==> config.mk <==
export PLATFORM = sky130hd
export DESIGN_NAME = uart_reg_bridge
export DESIGN_NICKNAME = d
export VERILOG_FILES = /design/src/rtl/uart_reg_bridge.sv
export SDC_FILE = /design/constraint.sdc
export NUM_CORES = 1
export LEC_CHECK = 0
export CORE_MARGIN = 2
export CORE_UTILIZATION = 52
export DETAILED_ROUTE_END_ITERATION = 16
export GPL_TIMING_DRIVEN = 0
export PLACE_DENSITY = 0.79
export SYNTH_ARGS = -nofsm -noshare
export SYNTH_HDL_FRONTEND = slang
export SYNTH_SLANG_ARGS = --single-unit
==> constraint.sdc <==
create_clock -name clk_i -period 2.4 [get_ports clk_i]
set_input_delay 0.48 -clock clk_i [delete_from_list [all_inputs] [get_ports clk_i]]
set_output_delay 0.48 -clock clk_i [all_outputs]
set_load 0.005 [all_outputs]
==> images/met3.png <==
The bar under the picture is 20 um long.
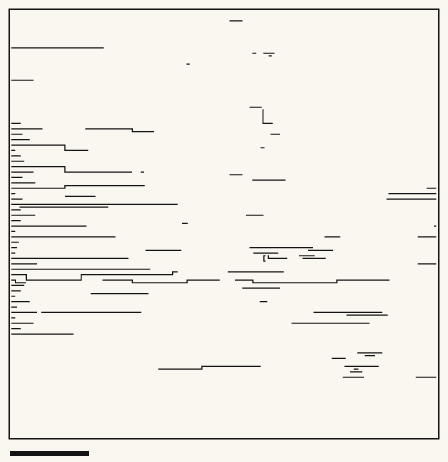
The longest straight run is 41.6 um. The layer holds 6.2% of the routed length. The layer carries 826 um of wire. The wires run mostly horizontal.
met3 usage in global routing: 7.385%
detailed-route wire length: 13.29 mm
overall via count from detail_route: 4096

==> images/final_placement.png <==
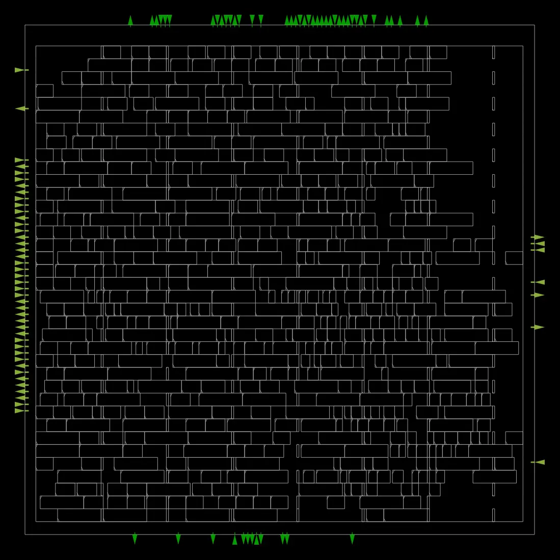
non-filler instance count after layout: 718
fill cell count: 702
number of well taps: 136
share of cell area taken by flip-flops and latches: 39.46%

==> images/registers.png <==
The bar under the picture is 20 um long. Other sequential cells in the stronger grey, the rest of the logic in the fainter grey.
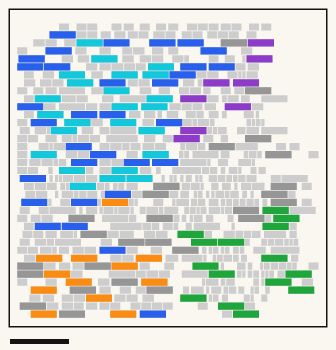
reg_wdata: shown in blue, sequential cells 32. tx_byte_o: shown in purple, sequential cells 8. addr_sh_q: shown in orange, sequential cells 12. to_cnt_q: shown in green, sequential cells 15. data_sh_q: shown in cyan, sequential cells 24.
Another 26 sequential cells are not coloured.
area taken by flip-flops and latches: 2928 um^2
sequential power: 0.00321 W

==> impl_metrics.tcl <==
# metrics dict for downstream scripts
set metrics [dict create \
    drtPass1Iterations 4 \
    yosys.area_share.aoi_pct 8.644 \
    report.final.hold_viol_count 0 \
    reg2regPathDepth 5 \
    remaining_drc_errors 0 \
    leakage_power_summed_over_all_cells_nw 3.180 \
    finalWorstSetupSlack_ns 0.08585 \
    status "completed" \
    synth_top_cell_by_area "sky130_fd_sc_hd__dfrtp_1" \
    critical_path_depth 5 \
    tool_warnings 28 \
    total_power_w 0.009432 \
    num_antenna_cells 0 \
    simple_gate_area_share_of_the_yosys_netlist_pct 10.41 \
    comb-cell-share_pct 33.74 \
    critical_path.max_stage_delay_ns 0.51 \
    detailedRoute.firstIterationViolations 191 \
    final.setup_skew_ns 0.009967 \
    synthAdderAreaFrac_pct 0.8935 \
    die_w_um 107.8 \
    crit_arrival_ns 2.72 \
    comb_cells 294 \
    setup.worst_path.end_class "register" \
    syn_area_per_cell_um2 12.53 \
    buffers 126 \
    rsz0062_at_grt "false" \
    share_of_layout_cells_above_drive_strength_1_pct 30.93 \
    synth-area-yosys_um2 5602 \
    detail_route.vias_per_cell 5.705 \
    fmax_mhz 432.1 \
    global_route_wire_length_before_repair_mm 21.76 \
    port_buffers 100 \
    power.density_nw_per_um2 1271 \
    netlist_logic_family_top "multiplexers" \
    enable_flop_cells 0 \
    final_net_count 617 \
    grt_max_degree 65 \
    post-place-ws_ns -0.4722 \
    asyncSetResetFlopFracSynth_pct 100.0 \
    cell_depth_of_the_worst_min_delay_path 1 \
    yosys-top-cells-count "sky130_fd_sc_hd__dfrtp_1 (117), sky130_fd_sc_hd__mux2_2 (113), sky130_fd_sc_hd__nand2_1 (28)" \
    fp.dieArea_um2 11620 \
]
[cell usage in the layout, fill, tap and decap left out, types with 5 or more instances in the layout]
master	synthesis	final
sky130_fd_sc_hd__dfrtp_1	117	117
sky130_fd_sc_hd__mux2_2	113	113
sky130_fd_sc_hd__clkdlybuf4s50_1	0	99
sky130_fd_sc_hd__nand2_1	28	28
sky130_fd_sc_hd__o21ai_0	16	16
sky130_fd_sc_hd__clkbuf_16	0	16
sky130_fd_sc_hd__nand3_1	15	15
sky130_fd_sc_hd__inv_1	13	13
sky130_fd_sc_hd__a21oi_1	12	12
sky130_fd_sc_hd__buf_4	9	11
sky130_fd_sc_hd__nor2_1	10	10
sky130_fd_sc_hd__mux2i_1	9	9
sky130_fd_sc_hd__clkbuf_1	8	7
sky130_fd_sc_hd__nand2b_1	6	6
sky130_fd_sc_hd__nor3_1	5	5
sky130_fd_sc_hd__nor4_1	6	5
sky130_fd_sc_hd__o31ai_1	5	5
sky130_fd_sc_hd__a31oi_1	5	5
sky130_fd_sc_hd__and3_1	5	5
sky130_fd_sc_hd__clkinvlp_4	0	5
[power breakdown]
part	total, W	leakage (nW)	switching (W)	internal (W)
sequential	0.00321	1.49	0.000479	0.00273
combinational	0.00373	1.42	0.00157	0.00217
clock	0.00249	0.274	0.000949	0.00154
total	0.00943	3.18	0.00300	0.00644
[layer usage]
layer  vias to the layer above  GRT usage [%]  share of wire [%]
met4                         0          11.17                2.2
li1                       1890              -                  -
met2                       132          38.54                 49
met1                      2055          31.63                 43
met3                        19          7.385                6.2
met5                         -              0                  0
[metrics by stage]
stage	cells	util, %
floorplan	447	-
global placement	683	65.31
detailed placement	684	65.59
CTS	717	71.36
global route	718	71.55
finish	718	71.55
Power and IR drop assume default switching activity.
